File: src/rtl/serial_add_sub.sv
// Bit-serial two's-complement adder/subtractor: one full-adder cell plus a carry
// flip-flop produce a WIDTH-bit sum or difference LSB first over WIDTH cycles.
module serial_add_sub #(
    parameter int WIDTH = 5
) (
    input  logic             clk,
    input  logic             rst_n,
    input  logic             start,
    input  logic [WIDTH-1:0] A,
    input  logic [WIDTH-1:0] B,
    input  logic             Op,
    output logic [WIDTH-1:0] S,
    output logic             C,
    output logic             V,
    output logic             busy,
    output logic             done
);

    localparam int CW = (WIDTH > 1) ? $clog2(WIDTH) : 1;

    typedef enum logic [1:0] {
        IDLE = 2'd0,
        RUN  = 2'd1,
        DONE = 2'd2
    } state_t;

    state_t           r_state;
    state_t           w_next;
    logic [WIDTH-1:0] r_a;
    logic [WIDTH-1:0] r_b;
    logic [WIDTH-1:0] r_res;
    logic             r_cy;
    logic             r_op;
    logic [CW-1:0]    r_cnt;
    logic             w_sum;
    logic             w_cout;
    logic             w_last;

    // The single full-adder cell; subtraction arrives pre-inverted with cy=1.
    assign w_sum  = r_a[0] ^ r_b[0] ^ r_cy;
    assign w_cout = (r_a[0] & r_b[0]) | (r_a[0] & r_cy) | (r_b[0] & r_cy);
    assign w_last = (r_cnt == CW'(WIDTH - 1));

    // NOTE: all clocked state uses non-blocking (<=) so every flop samples
    // pre-edge values; blocking here would create order-dependent races.
    always_ff @(posedge clk or negedge rst_n) begin
        if (!rst_n) begin
            r_state <= IDLE;
        end else begin
            r_state <= w_next;
        end
    end

    always_comb begin
        w_next = r_state;
        case (r_state)
            IDLE:    if (start) w_next = RUN;
            RUN:     if (w_last) w_next = DONE;
            DONE:    w_next = IDLE;
            default: w_next = IDLE;
        endcase
    end

    always_ff @(posedge clk or negedge rst_n) begin
        if (!rst_n) begin
            r_a   <= '0;
            r_b   <= '0;
            r_res <= '0;
            r_cy  <= 1'b0;
            r_op  <= 1'b0;
            r_cnt <= '0;
            S     <= '0;
            C     <= 1'b0;
            V     <= 1'b0;
        end else begin
            case (r_state)
                IDLE: begin
                    if (start) begin
                        r_a   <= A;
                        r_b   <= B ^ {WIDTH{Op}};
                        r_cy  <= Op;
                        r_op  <= Op;
                        r_cnt <= '0;
                    end
                end
                RUN: begin
                    r_res <= {w_sum, r_res[WIDTH-1:1]};
                    r_a   <= r_a >> 1;
                    r_b   <= r_b >> 1;
                    r_cy  <= w_cout;
                    r_cnt <= r_cnt + CW'(1);
                    // On the MSB cycle r_cy is the carry into the MSB.
                    if (w_last) begin
                        S <= {w_sum, r_res[WIDTH-1:1]};
                        C <= w_cout ^ r_op;
                        V <= r_cy ^ w_cout;
                    end
                end
                default: ;
            endcase
        end
    end

    assign busy = (r_state != IDLE);
    assign done = (r_state == DONE);

endmodule

File: config.mk
export PLATFORM = sky130hd
export DESIGN_NAME = serial_add_sub
export DESIGN_NICKNAME = d
export VERILOG_FILES = /design/src/rtl/serial_add_sub.sv
export SDC_FILE = /design/constraint.sdc
export NUM_CORES = 1
export LEC_CHECK = 0
export ABC_AREA = 1
export ABC_CLOCK_PERIOD_IN_PS = 1300
export CAP_MARGIN = 30
export CORE_MARGIN = 10
export CORE_UTILIZATION = 40
export CTS_CLUSTER_SIZE = 25
export DETAILED_ROUTE_END_ITERATION = 8
export HOLD_SLACK_MARGIN = 0.02
export PLACE_DENSITY = 0.65
export REMOVE_ABC_BUFFERS = 1
export SLEW_MARGIN = 0
export SYNTH_ARGS = -nofsm -noshare
export SYNTH_HDL_FRONTEND = slang
export SYNTH_SLANG_ARGS = --single-unit
File: constraint.sdc
create_clock -name clk -period 1.3 [get_ports clk]
set_input_delay 0.26 -clock clk [delete_from_list [all_inputs] [get_ports clk]]
set_output_delay 0.26 -clock clk [all_outputs]
set_load 0.03 [all_outputs]
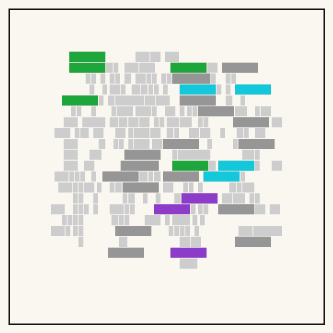
Figure 1: run 1, where the registers sit.
Scale: 4 px per um. Other sequential cells in the stronger grey, the rest of the logic in the fainter grey.
- r_res: cyan (flops 4)
- r_cnt: purple (flops 3)
- r_a: green (flops 5)
- not coloured: 16
flop share of the area: 38.6%
Finished Core Util: 55.0%

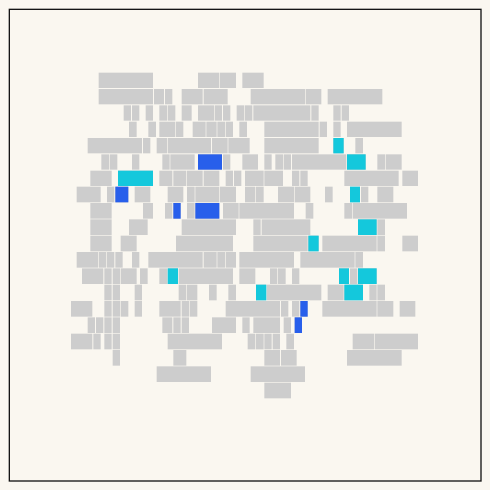
Figure 2: run 1, logic cells by family.
Scale: 6 px per um.
- inverting AOI/OAI gates: cyan (cells 11)
- NOR gates: blue (cells 6)
multi-input gate share of total cell area: 31.9%
Finished Layout Cells: 253
most frequent logic cell in the layout: nand2_1

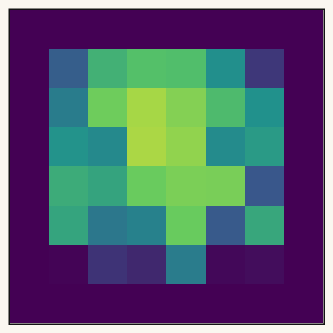
Figure 3: run 1, cell area per tile.
Scale: 4 px per um. The die is cut into 8 by 8 equal tiles; dark purple is low, yellow is high, 0 to 100% covered.
- mean over tiles: 29%
- emptiest ninth of the die: lower right
- densest ninth of the die: centre
- fullest tile: 87%
- nearly empty tiles: 45%
- tiles over 75% full: 14%
FP Util: 41.2%
core footprint: 3310 sq um

==> impl_metrics.csv, run 1 <==
group,metric,value,unit
status,status,"finished with violations",
status,violations,"negative setup slack",
critical_path,endpoint_kind,"output pin",
power_and_ir_drop,powerDensity,2160,nW/um^2
timing,finalClockPeriodUsage,106,%
cells_and_area,biggestCellCategory,"registers",
floorplanning,tap_cells,46,
floorplanning,rows,21,
cells_and_area,drive_gt1_share,24.6,%
cells_and_area,regArea,703,sq um
detailed_routing,drt_iter0_markers,55,
detailed_routing,wl_per_cell,11.2,um
timing,relSlewSlack,81.8,%
yosys,postSynthSeqShare,51.4,%
clock_network,clkTransAtPathRegs,0.14,ns
yosys,syn_area,1360,sq um
timing,timing.hold.ws,0.273,ns
timing,setup_violations,2,
clock_network,clk_path_buf_depth,2,
floorplanning,die_h,78.4,um
global_route,grt_pass1_vias,1178,
cells_and_area,antenna_cells,0,
critical_path,crit_type,"reg -> out",
yosys,syn_inst,167,
detailed_routing,drtPass1Iterations,4,
power_and_ir_drop,power_frac_comb,53.6,%
timing,fin_crit,1.37,ns
cells_and_area,nClkBuffers,3,
place,dpl_cell_area,1700,sq um
power_and_ir_drop,p_leak,0.984,nW
critical_path,cp_common_cell,"buf_6",
timing,fin_setup_tns,-0.107,ns
detailed_routing,wirelength,2830,um
floorplanning,die_area,6140,sq um
yosys,ys.warnings.count,0,
place,dp_hpwl,2130,um
critical_path,cp.buffers_inverters,2,
timing,rsz0062_at_grt,"true",
critical_path,cp_slowest_cell,"dfrtp_2",
critical_path,path_max_fanout,3,
timing,worst_slack,-0.0728,ns
cells_and_area,clkCellAreaFrac,1.24,%
critical_path,worstPathCellList,"buf_6 > nor2_4 > buf_6",
power_and_ir_drop,p_seq_share,37.6,%
clock_network,clk_latency,0.32,ns
yosys,ys.flop_type,"dfrtp_1",
cells_and_area,finalInstanceArea,1820,sq um
yosys,common_cells,"nand2_1, dfrtp_1, inv_1",
detailed_routing,dr_total_vias,1141,
timing,hold_viol_final,0,
cells_and_area,syn_to_final_growth,33.6,%
floorplanning,io_pins,23,
critical_path,worstPathArrival,1.11,ns
yosys,syn_avg_cell_area,8.16,sq um
global_route,grtUsageTotal,9.82,%
power_and_ir_drop,power,3.93,mW
global_route,grt_max_degree,29,
critical_path,max_stage_delay,0.46,ns
yosys,ys_types,19,
timing,tightestPinTransition,0.271,ns
place,port-buffer-count,22,
clock_network,root_buffer,"clkbuf_4",
yosys,ys_ff,28,
cells_and_area,inverters,17,
clock_network,clock-sinks,28,
yosys,yosys.area.top_type_share,51.4,%
critical_path,critPathTopFamily,"flip-flops",
critical_path,cp-start-kind,"flip-flop",
clock_network,cts_hold_buf,0,
flow_run,drv_cap,0,
yosys,synth-edff-count,0,
clock_network,htreeDepth,1,
power_and_ir_drop,vdd_drop_max,1.02,mV
detailed_routing,viasPerCell,4.51,
global_route,grt_first_pass_wirelength,5110,um
yosys,ys_chip_area,1360,sq um
cells_and_area,n_fill_cell,317,
timing,slew_violations,0,
yosys,area_leaders,"dfrtp_1, nand2_1, inv_1",
place,place.gp.congestion,0.759,
cells_and_area,ff_count,28,
yosys,yosysTopAreaCell,"dfrtp_1",
yosys,async_flop_share,100,%
yosys,yosys-stat-cells,167,
global_route,grt_overflow,0,
flow_run,warnings,28,
clock_network,numCtsBuffers,3,
cells_and_area,buffers,42,
run 1: cell usage in the layout (no fill, tap or decap), drive strengths merged:
cell type,n
buf,29
clkbuf,3
clkdlybuf4s50,13
dfrtp,28
fa,1
ha,2
inv,17
nand2,84
nand3,10
nor2,6
o21ai,11
xor2,3
run 1: routing by layer:
metal / routed length (um) / part of all wire [%] / track usage, %
met3: 126 / 4.5 / 2.51
met1: 1330 / 47 / 11.9
met5: 0 / 0 / 0
met2: 1360 / 48 / 16.9
met4: 14 / 0.49 / 2.69
run 1: flip-flops by register name, summed over array words and instances (netlist names):
signal,count
r_b,5
r_cnt,3
r_a,5
V,1
C,1
r_state,2
r_res,4
S,5
r_op,1
r_cy,1
run 1: power groups by stage:
stage          Clock (mW)  Combinational [mW]  Sequential (mW)
2_1_floorplan           0               0.973             1.67
3_3_place_gp            0                1.87             1.48
3_5_place_dp            0                1.91             1.50
4_1_cts             0.359                2.05             1.48
5_1_grt             0.394                2.37             1.53
6_report            0.346                2.10             1.48
run 1: timing repair:
action / in CTS / in global routing
endpoints found under the setup margin: 4 / 17
gates resized: 9 / 7
setup buffers: 5 / 2
pin swaps: 1 / 1
run 1: final timing paths:
check                             end  cells after the start        from  slack (ns)
min in group clk               r_a[4]                      3        A[4]        0.45
max in group asynchronous  r_state[0]                      2       rst_n        0.85
max reg2reg                  r_cnt[0]                      6  r_state[0]        0.03
max                              done                      3  r_state[0]       -0.07
min                              S[2]                      2       rst_n        0.27
min reg2reg                      S[0]                      2    r_res[1]        0.49
run 1: cells by family after synthesis:
kind of cell / share of synthesized area (%)
simple gates: 29.6
flops: 51.4
buf+inv: 7.81
compound gates: 5.97
xor+xnor: 1.93
fa+ha+maj: 3.31
==> run 2: changes to the inputs <==
CORE_UTILIZATION = 47   (was 40)
PLACE_DENSITY = 0.75   (was 0.65)
==> run 2 against run 1 <==
The flow still finishes with violations (negative setup slack). Largest cell class unchanged. Final area is 0.21% higher. Synthesized cell count stayed put. Critical path depth stayed put. Total power is 4.0% higher. Area after synthesis stayed put. Sequential share of layout area is 0.079 points lower.
==> impl_metrics.csv, run 2 <==
group,metric,value,unit
cells_and_area,largest_registers,"S x5, r_a x5, r_b x5",
power_and_ir_drop,power_frac_comb,53.4,%
floorplanning,rows,19,
yosys,synth-edff-count,0,
timing,relSlewSlack,85.6,%
yosys,async_flop_share,100,%
power_and_ir_drop,vdd_drop_max,1.83,mV
floorplanning,core,2760,sq um
clock_network,clk_latency,0.32,ns
global_route,grt.met3_usage,2.96,%
clock_network,clock-sinks,28,
detailed_routing,wirelength,2980,um
critical_path,worstPathArrival,1.12,ns
critical_path,cp-start-kind,"flip-flop",
critical_path,crit_type,"reg -> out",
detailed_routing,wl_met2,1430,um
cells_and_area,final_cell_mix,"nand2_1, dfrtp_1, buf_4",
cells_and_area,instances_no_fill,239,
yosys,postSynthSeqShare,51.4,%
cells_and_area,n_fill_cell,225,
detailed_routing,wl_per_cell,12.5,um
detailed_routing,drtPass1Iterations,4,
timing,timing.hold.ws,0.272,ns
detailed_routing,wl_met1,1300,um
floorplanning,die_area,5450,sq um
clock_network,clkTransAtPathRegs,0.14,ns
yosys,ys_ff,28,
power_and_ir_drop,power-top-group,"combinational cells",
cells_and_area,syn_to_final_growth,33.9,%
global_route,grtUsageMet1,13.2,%
place,dp_hpwl,2140,um
timing,rsz0062_at_grt,"true",
timing,worst_slack,-0.0774,ns
global_route,grtUsageTotal,11.8,%
global_route,grt_overflow,0,
detailed_routing,wl_met3,197,um
clock_network,numCtsBuffers,3,
cells_and_area,antenna_cells,0,
yosys,area_leaders,"dfrtp_1, nand2_1, inv_1",
cells_and_area,layout.cells.most_common,"nand2_1",
global_route,grtUsageMet2,19.9,%
yosys,ys_chip_area,1360,sq um
critical_path,endpoint_kind,"output pin",
yosys,yosys-stat-cells,167,
yosys,syn_avg_cell_area,8.16,sq um
timing,tightestPinTransition,0.215,ns
clock_network,htreeDepth,1,
yosys,ys.warnings.count,0,
yosys,syn_area,1360,sq um
yosys,syn_inst,167,
timing,setup_violations,2,
cells_and_area,drive_gt1_share,25.5,%
status,status,"finished with violations",
yosys,common_cells,"nand2_1, dfrtp_1, inv_1",
global_route,grt_first_pass_wirelength,5150,um
global_route,grt_pass1_vias,1227,
power_and_ir_drop,powerDensity,2240,nW/um^2
status,violations,"negative setup slack",
flow_run,drv_cap,0,
timing,hold_viol_final,0,
global_route,top_usage_layer,"met2",
place,place.gp.congestion,0.800,
global_route,grt_max_degree,29,
critical_path,path_max_fanout,4,
yosys,yosys.area.top_type_share,51.4,%
power_and_ir_drop,comb_power,2.18,mW
floorplanning,fp_util,49.4,%
floorplanning,die_h,73.8,um
detailed_routing,top_layer_used,"met4",
==> run 2: cell counts after synthesis <==
No cell type changed its count.
==> run 2: critical path: stages (launching register included) <==
cell and delay [ns]:
dfrtp_2 0.47, buf_6 0.13, nor2_4 0.07, buf_6 0.13
==> run 2: final timing paths <==
check                           start    endpoint  slack, ns  cells past startpoint
min in group clk                 A[4]      r_a[4]       0.46                      3
min reg2reg                  r_res[1]        S[0]       0.49                      2
max in group asynchronous       rst_n  r_state[1]       0.86                      2
min                             rst_n        S[4]       0.27                      2
max                        r_state[0]        done      -0.08                      3
max reg2reg                r_state[0]      r_b[3]       0.03                      6
==> run 2: what timing repair did <==
item                       in CTS  in global routing
setup buffers                   6                  3
resized                         9                  7
setup endpoints to repair       2                 21
hold buffers                    0                  0
pin swaps                       1                  3
==> run 2: area by class of cell <==
class                      instances  area (sq um)  area share, %
timing repair buffer              42           397           21.7
clock buffer                       4          36.3           1.99
sequential                        28           703           38.5
inverter                          17          68.8           3.77
tap                               31          38.8           2.13
multi-input combinational        117           581           31.8
==> run 2: cells by family after synthesis <==
family                     after synthesis  share of synthesized area (%)
and+or+nand+nor                        100                           29.6
DFF                                     28                           51.4
buffers and inverters                   22                           7.81
AOI/OAI and AO/OA                       11                           5.97
xor gates and xnor gates                 3                           1.93
adders and majority gates                3                           3.31
==> run 2: metrics by stage <==
step | cell area (sq um) | worst slack, ns | power [mW] | setup TNS (ns)
after floorplan | 1320 | 0.0635 | 2.64 | 0
after global placement | 1680 | -0.00438 | 3.32 | -0.00438
after detailed placement | 1680 | -0.0412 | 3.42 | -0.164
after CTS | 1780 | -0.0955 | 3.99 | -0.187
after global routing | 1820 | -0.136 | 4.44 | -0.420
final | 1820 | -0.0774 | 4.08 | -0.130
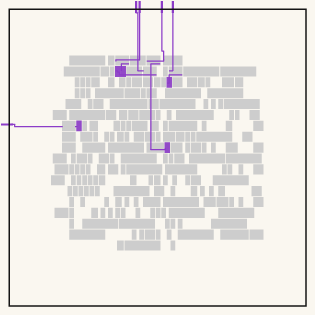
Figure 4: run 2, port wiring.
Scale: 4 px per um.
- A: purple (bits 5; direction input; end cells 5; wire 130 um)
I/O Buffers: 22
boundary pin count: 23

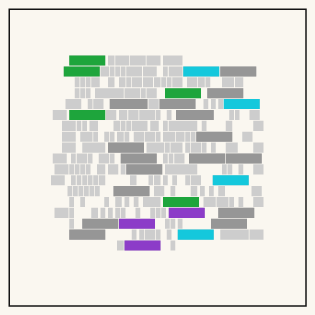
Figure 5: run 2, where the registers sit.
Scale: 4 px per um. Other sequential cells in the stronger grey, the rest of the logic in the fainter grey.
- r_res: cyan (flops 4)
- r_cnt: purple (flops 3)
- r_a: green (flops 5)
Seq group: 1.48 mW
Finished Core Util: 66.2%
flop share of the area: 38.5%
Seq. cell area: 703 sq um

==> run 3: changes to the inputs <==
GPL_ROUTABILITY_DRIVEN = 0   (was not set)
==> run 3 against run 2 <==
The run still ends with negative setup slack left. Clock skew stayed put. Critical path depth unchanged. Global-route usage unchanged. Synthesized cell count did not move. Setup slack did not move. Via count did not move. Die area unchanged. Count of clock-buffer cells in the layout stayed put. Area after synthesis unchanged. Sequential power barely moved. Critical path type unchanged. Largest power group unchanged. Highest routed layer unchanged.
==> impl_metrics.csv, run 3 <==
group,metric,value,unit
place,dpl_cell_area,1680,sq um
global_route,grt_first_pass_wirelength,5150,um
cells_and_area,layout.cells.most_common,"nand2_1",
clock_network,htreeDepth,1,
timing,hold_viol_final,0,
detailed_routing,dr_total_vias,1179,
floorplanning,rows,19,
timing,setup_violations,2,
floorplanning,io_pins,23,
timing,worst_slack,-0.0774,ns
yosys,ys_chip_area,1360,sq um
timing,slew_violations,0,
cells_and_area,n_fill_cell,225,
critical_path,cp_slowest_cell,"dfrtp_2",
global_route,grtUsageTotal,11.8,%
floorplanning,die_area,5450,sq um
power_and_ir_drop,p_leak,0.986,nW
global_route,grt_max_degree,29,
flow_run,drv_cap,0,
critical_path,rrSetupSlack,0.03,ns
critical_path,regToRegStartpoint,"r_state[0]",
yosys,common_cells,"nand2_1, dfrtp_1, inv_1",
yosys,yosys-stat-cells,167,
yosys,syn_avg_cell_area,8.16,sq um
flow_run,warnings,28,
power_and_ir_drop,power,4.08,mW
place,dpl_worst_slack,-0.0412,ns
cells_and_area,final_util,66.2,%
detailed_routing,viasPerCell,4.93,
clock_network,clkTransAtPathRegs,0.14,ns
status,violations,"negative setup slack",
yosys,syn_area,1360,sq um
critical_path,cp-start-kind,"flip-flop",
clock_network,clk_latency,0.32,ns
timing,timing.hold.ws,0.272,ns
power_and_ir_drop,powerDensity,2240,nW/um^2
cells_and_area,combGateArea,581,sq um
floorplanning,die_h,73.8,um
status,status,"finished with violations",
==> run 3: stage by stage <==
stage	TNS, ns	std cells
after floorplan	0	162
after global placement	-0.00438	226
after detailed placement	-0.164	226
after CTS	-0.187	236
after global routing	-0.420	239
final	-0.130	239
==> run 3: routing by layer <==
metal / global-route usage (%) / part of all wire [%]
met1: 13.2 / 44
met2: 19.9 / 48
met3: 2.96 / 6.6
met4: 6.42 / 2.0
met5: 0 / 0
==> run 3: final cells by class <==
class,instances,share of cell area (%)
clock buffer,4,1.99
inverter,17,3.77
multi-input combinational,117,31.8
sequential,28,38.5
tap,31,2.13
timing repair buffer,42,21.7
==> run 3: cells by family (layout without fill, tap and decap cells) <==
family | count (synthesis) | count (layout) | synth area share [%]
compound gates | 11 | 11 | 5.97
xor+xnor | 3 | 3 | 1.93
fa+ha+maj | 3 | 3 | 3.31
buf+inv | 22 | 63 | 7.81
flops | 28 | 28 | 51.4
simple gates | 100 | 100 | 29.6
==> run 3: how the worst max path moves through the flow <==
stage | from | endpoint | cells after the start
after floorplan | r_a[0] | V | 4
after global placement | start | r_a[0] | 5
after detailed placement | start | r_a[0] | 5
after CTS | r_state[0] | done | 3
after global routing | r_state[0] | done | 3
final | r_state[0] | done | 3
==> run 3: where the power goes <==
group | switching [mW] | leakage [nW] | internal, mW
sequential | 0.240 | 0.354 | 1.24
combinational | 1.23 | 0.611 | 0.951
clock | 0.247 | 0.0210 | 0.171
total | 1.72 | 0.986 | 2.37
==> run 3: repair_timing <==
| action | CTS | global route |
|---|---|---|
| pin swaps | 1 | 3 |
| endpoints found under the setup margin | 2 | 21 |
| setup buffers | 6 | 3 |
| resized | 9 | 7 |
| gates cloned | 0 | 0 |
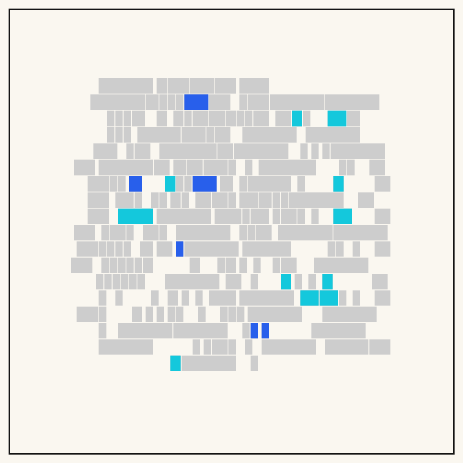
Figure 6: run 3, logic cells by family.
Scale: 6 px per um.
- inverting AOI/OAI gates: cyan (cells 11)
- NOR gates: blue (cells 6)
Finished Layout Cells: 239
multi-input gate share of total cell area: 31.8%

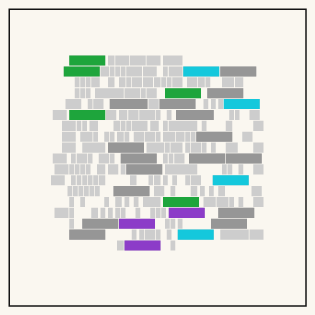
Figure 7: run 3, where the registers sit.
Scale: 4 px per um. Other sequential cells in the stronger grey, the rest of the logic in the fainter grey.
- r_a: green (flops 5)
- r_res: cyan (flops 4)
- r_cnt: purple (flops 3)
- not coloured: 16

Power and IR drop assume default switching activity.
